Figure 1. Close-up of the layout (run 1).
Bar = 20 um. Region (4, 4) to (54, 54) um. Cells in gray, sequential cells in the stronger gray; small squares are vias.
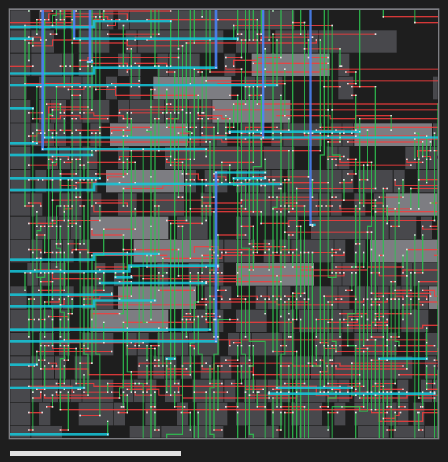
Figure 2. Cells colored by class (run 1).
Fill, decap, tap and diode cells in gray.
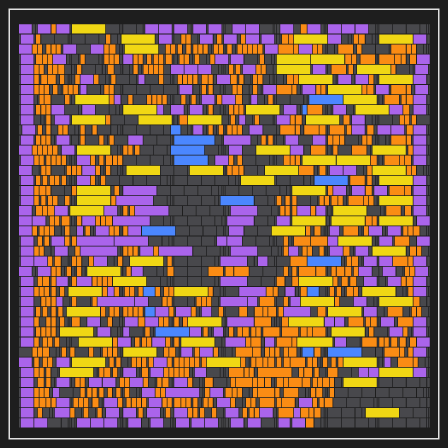
Figure 3. Routed metal per tile (run 1).
Bar = 20 um. The die is cut into 23 by 23 equal tiles; black is low, pale yellow is high, scaled to the fullest tile. Values are wire area over tile area, all layers added.
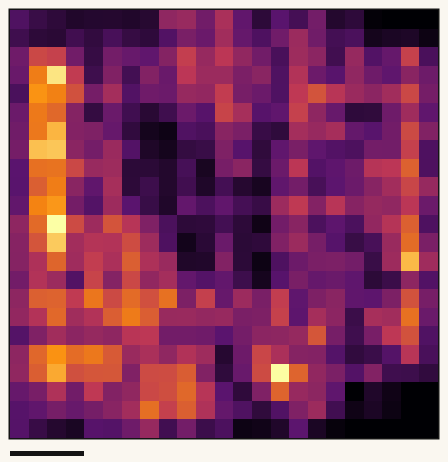
Figure 4. Where the registers sit (run 1).
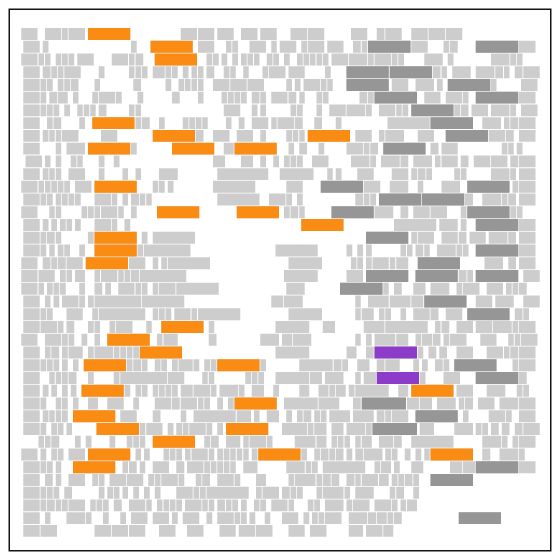
==> config.mk <==
export PLATFORM = sky130hd
export DESIGN_NAME = imem_fetch_arbiter
export DESIGN_NICKNAME = d
export VERILOG_FILES = /design/src/rtl/gpu_pkg.sv /design/src/rtl/rr_arbiter.sv /design/src/rtl/imem_fetch_arbiter.sv
export SDC_FILE = /design/constraint.sdc
export NUM_CORES = 1
export LEC_CHECK = 0
export ABC_AREA = 1
export ABC_CLOCK_PERIOD_IN_PS = 4370
export CORE_MARGIN = 2
export CORE_UTILIZATION = 40
export CTS_CLUSTER_SIZE = 25
export DETAILED_ROUTE_END_ITERATION = 10
export PLACE_DENSITY = 0.79
export SLEW_MARGIN = 10
export SYNTH_ARGS = -nofsm -noshare
export SYNTH_HDL_FRONTEND = slang
export SYNTH_SLANG_ARGS = --single-unit
==> constraint.sdc <==
create_clock -name clk -period 4.37 [get_ports clk]
set_clock_uncertainty 0.05 [all_clocks]
set_input_delay 1.0925 -clock clk [delete_from_list [all_inputs] [get_ports clk]]
set_output_delay 1.0925 -clock clk [all_outputs]
set_load 0.005 [all_outputs]
==> results.yml <==
# generated from flow reports
outcome:
  outcome: "complete, no violations"
synthesis:
  synth_top_area_share_pct: 34.36
  fp_nets: 963
  async_flop_share_pct: 100.0
  yosysChipArea_mm2: 0.004952
  synthDistinctLibCells: 26
  synthMuxAreaShare_pct: 7.049
  dominantRegCellSynth: "dfrtp_1"
  ys_sh_adder_pct: 2.779
  synthMostInstantiatedCell: "nand2_1"
  yosys-top-cells-area: "dfrtp_1, nand2_1, nor2_1"
  ys_seq_share_pct: 35.42
  aoi_share_pct: 4.522
  synth.top_cells.by_count: "nand2_1, nor2_1, inv_1"
  synth.ff_latch_count: 70
hold_path:
  holdPathStages: 2
  hold_class: "reg2reg"
global_route:
  grt_pass1_wl_um: 27010
  antenna_found_initial: 0
  grt_start_max_net_pins: 71
  grtUsageTotal_pct: 25.93
  grt-ovfl-total: 0
clocking:
  clkLatencyLatePin_ns: 0.33
  cts_buffers: 9
  cts_root_buf: "clkbuf_16"
  htreeDepth: 3
  clk_pin_slew_worst_paths_ns: 0.06
  cts.sinks: 70
  cts_tree: "yes"
sta:
  hold_viol_final: 0
  setup_viol: 0
  maxSlewHeadroom_pct: 38.59
  worst_slack_ns: 0.03273
  min_period_ns: 4.337
  tightest_slew_ns: 0.9211
  rsz0062_at_grt: "true"
  hold_slack_ns: 0.4206
  fmax_ghz: 0.2306
  slew_violations: 0
  period_used_pct: 99.25
job:
  cap_violations: 0
  warnings: 44
routing:
  drt-initial-drc-count: 346
  post-route-drc-count: 0
  vias_per_cell: 4.810
  ant_nets: 0
final_layout:
  drive_gt1_share_pct: 13.90
  syn_to_final_growth_pct: 66.88
  fillers: 1032
  logic_area_mm2: 0.002813
  fin_cells: 1197
  nets: 1205
pwr:
  leakagePower_uw: 0.004073
  power_uw: 7633
  irDropWorstVdd_v: 0.0004871
  powerDensity_mw_per_mm2: 923.7
worst_setup_path:
  r2r_cells: 20
  path_class: "in2out"
  arrival_ns: 3.19
  startpoint_type: "input pin"
  worstPathMaxFanout: 6
place:
  portBuffers: 233
  placedCellCount: 1165
  dpl.hpwl_um: 11310
floorplan:
  fp_util_pct: 41.06
  die_y_um: 115.3
  die_w_um: 115.3
## Picture notes: Figure 1
- red: met1
- cyan: met3
- blue: met4
- green: met2
- sequential cells in the window: 13
- cells with their middle in the window: 281
- most frequent: nand2_1 (91), clkdlybuf4s50_1 (56), nor2_1 (54)

## Picture notes: Figure 2
- purple: other buffers and delay cells (cells 273)
- yellow: flip-flops (cells 70)
- blue: clock drivers and dummy loads (cells 16)
- orange: all other logic (cells 670)
Site Rows: 40
Core ar.: 0.01206 mm^2
Final Util: 68.52%

## Picture notes: Figure 3
- nearly empty tiles: 2.8%
- fullest tile: 0.65
- mean over tiles: 0.22
- emptiest ninth of the die: middle
- tiles over half the peak: 18%
vias: 5757
routed len/inst: 14.50 um
WL final: 17360 um

## Picture notes: Figure 4
- purple: owner_q (flops 2)
- orange: maddr_q (flops 32)
- not colored: 36
Reg area: 0.001754 mm^2
flop share of the area: 21.23%
seq pwr: 1100 uW

-- run 1: report_power, final --
part / total (uW) / internal, uW / switching [uW]
clock network: 733 / 446 / 288
registers: 1100 / 975 / 123
logic: 5800 / 2660 / 3140
-- run 1: through the flow --
stage	setup TNS (ns)	cell area [um^2]
finish	0	8264
floorplan	0	4952
detailed placement	-10.52	7584
global placement	-10.17	7584
global route	-0.5697	8264
CTS	0	8110
-- run 1: timing repair --
item                                    4_1_cts  5_1_grt
setup buffers                                 7        0
resized                                      73       50
cloned                                        5        5
hold buffers                                  0        0
pin swaps                                     8       10
endpoints found under the setup margin       32       34
-- run 1: cells in the final DEF (no fill, tap or decap), drive strengths merged, types with 14 or more instances in the layout --
cell type	instances
clkbuf	25
a21oi	34
dfrtp	68
buf	39
mux2	31
nor2	132
inv	79
clkdlybuf4s50	198
nand2	322
nand3	45
clkdlybuf4s15	14
-- run 1: worst max-delay path: stages --
cell and delay [ns]:
dlygate4sd2_1 0.27, nand2_1 0.10, nand2_1 0.07, nand2_1 0.08
nand2_2 0.08, nand3_1 0.08, nand2_1 0.08, inv_2 0.07
nand2_2 0.06, nor2_4 0.19, buf_12 0.15, buf_12 0.13
buf_16 0.13, nand3_1 0.10, nand2_1 0.07, nand2_1 0.05
nand2_1 0.05, nand2_1 0.05, dlygate4sd2_1 0.27
-- run 1: area by class of cell --
class,instances,share of cell area (%)
multi-input combinational,591,34.03
inverter,79,3.588
timing repair buffer,273,34.97
sequential,70,21.23
clock buffer,10,2.771
clock inverter,6,0.8630
tap,168,2.544
-- run 1: layer usage --
metal	routed length (um)	global-route usage, %
met1	6758	27.60
met2	8618	46.86
met3	1566	8.909
met4	417	10.52
met5	0	0
No activity file was given, so power comes from the tool's default toggle rates.
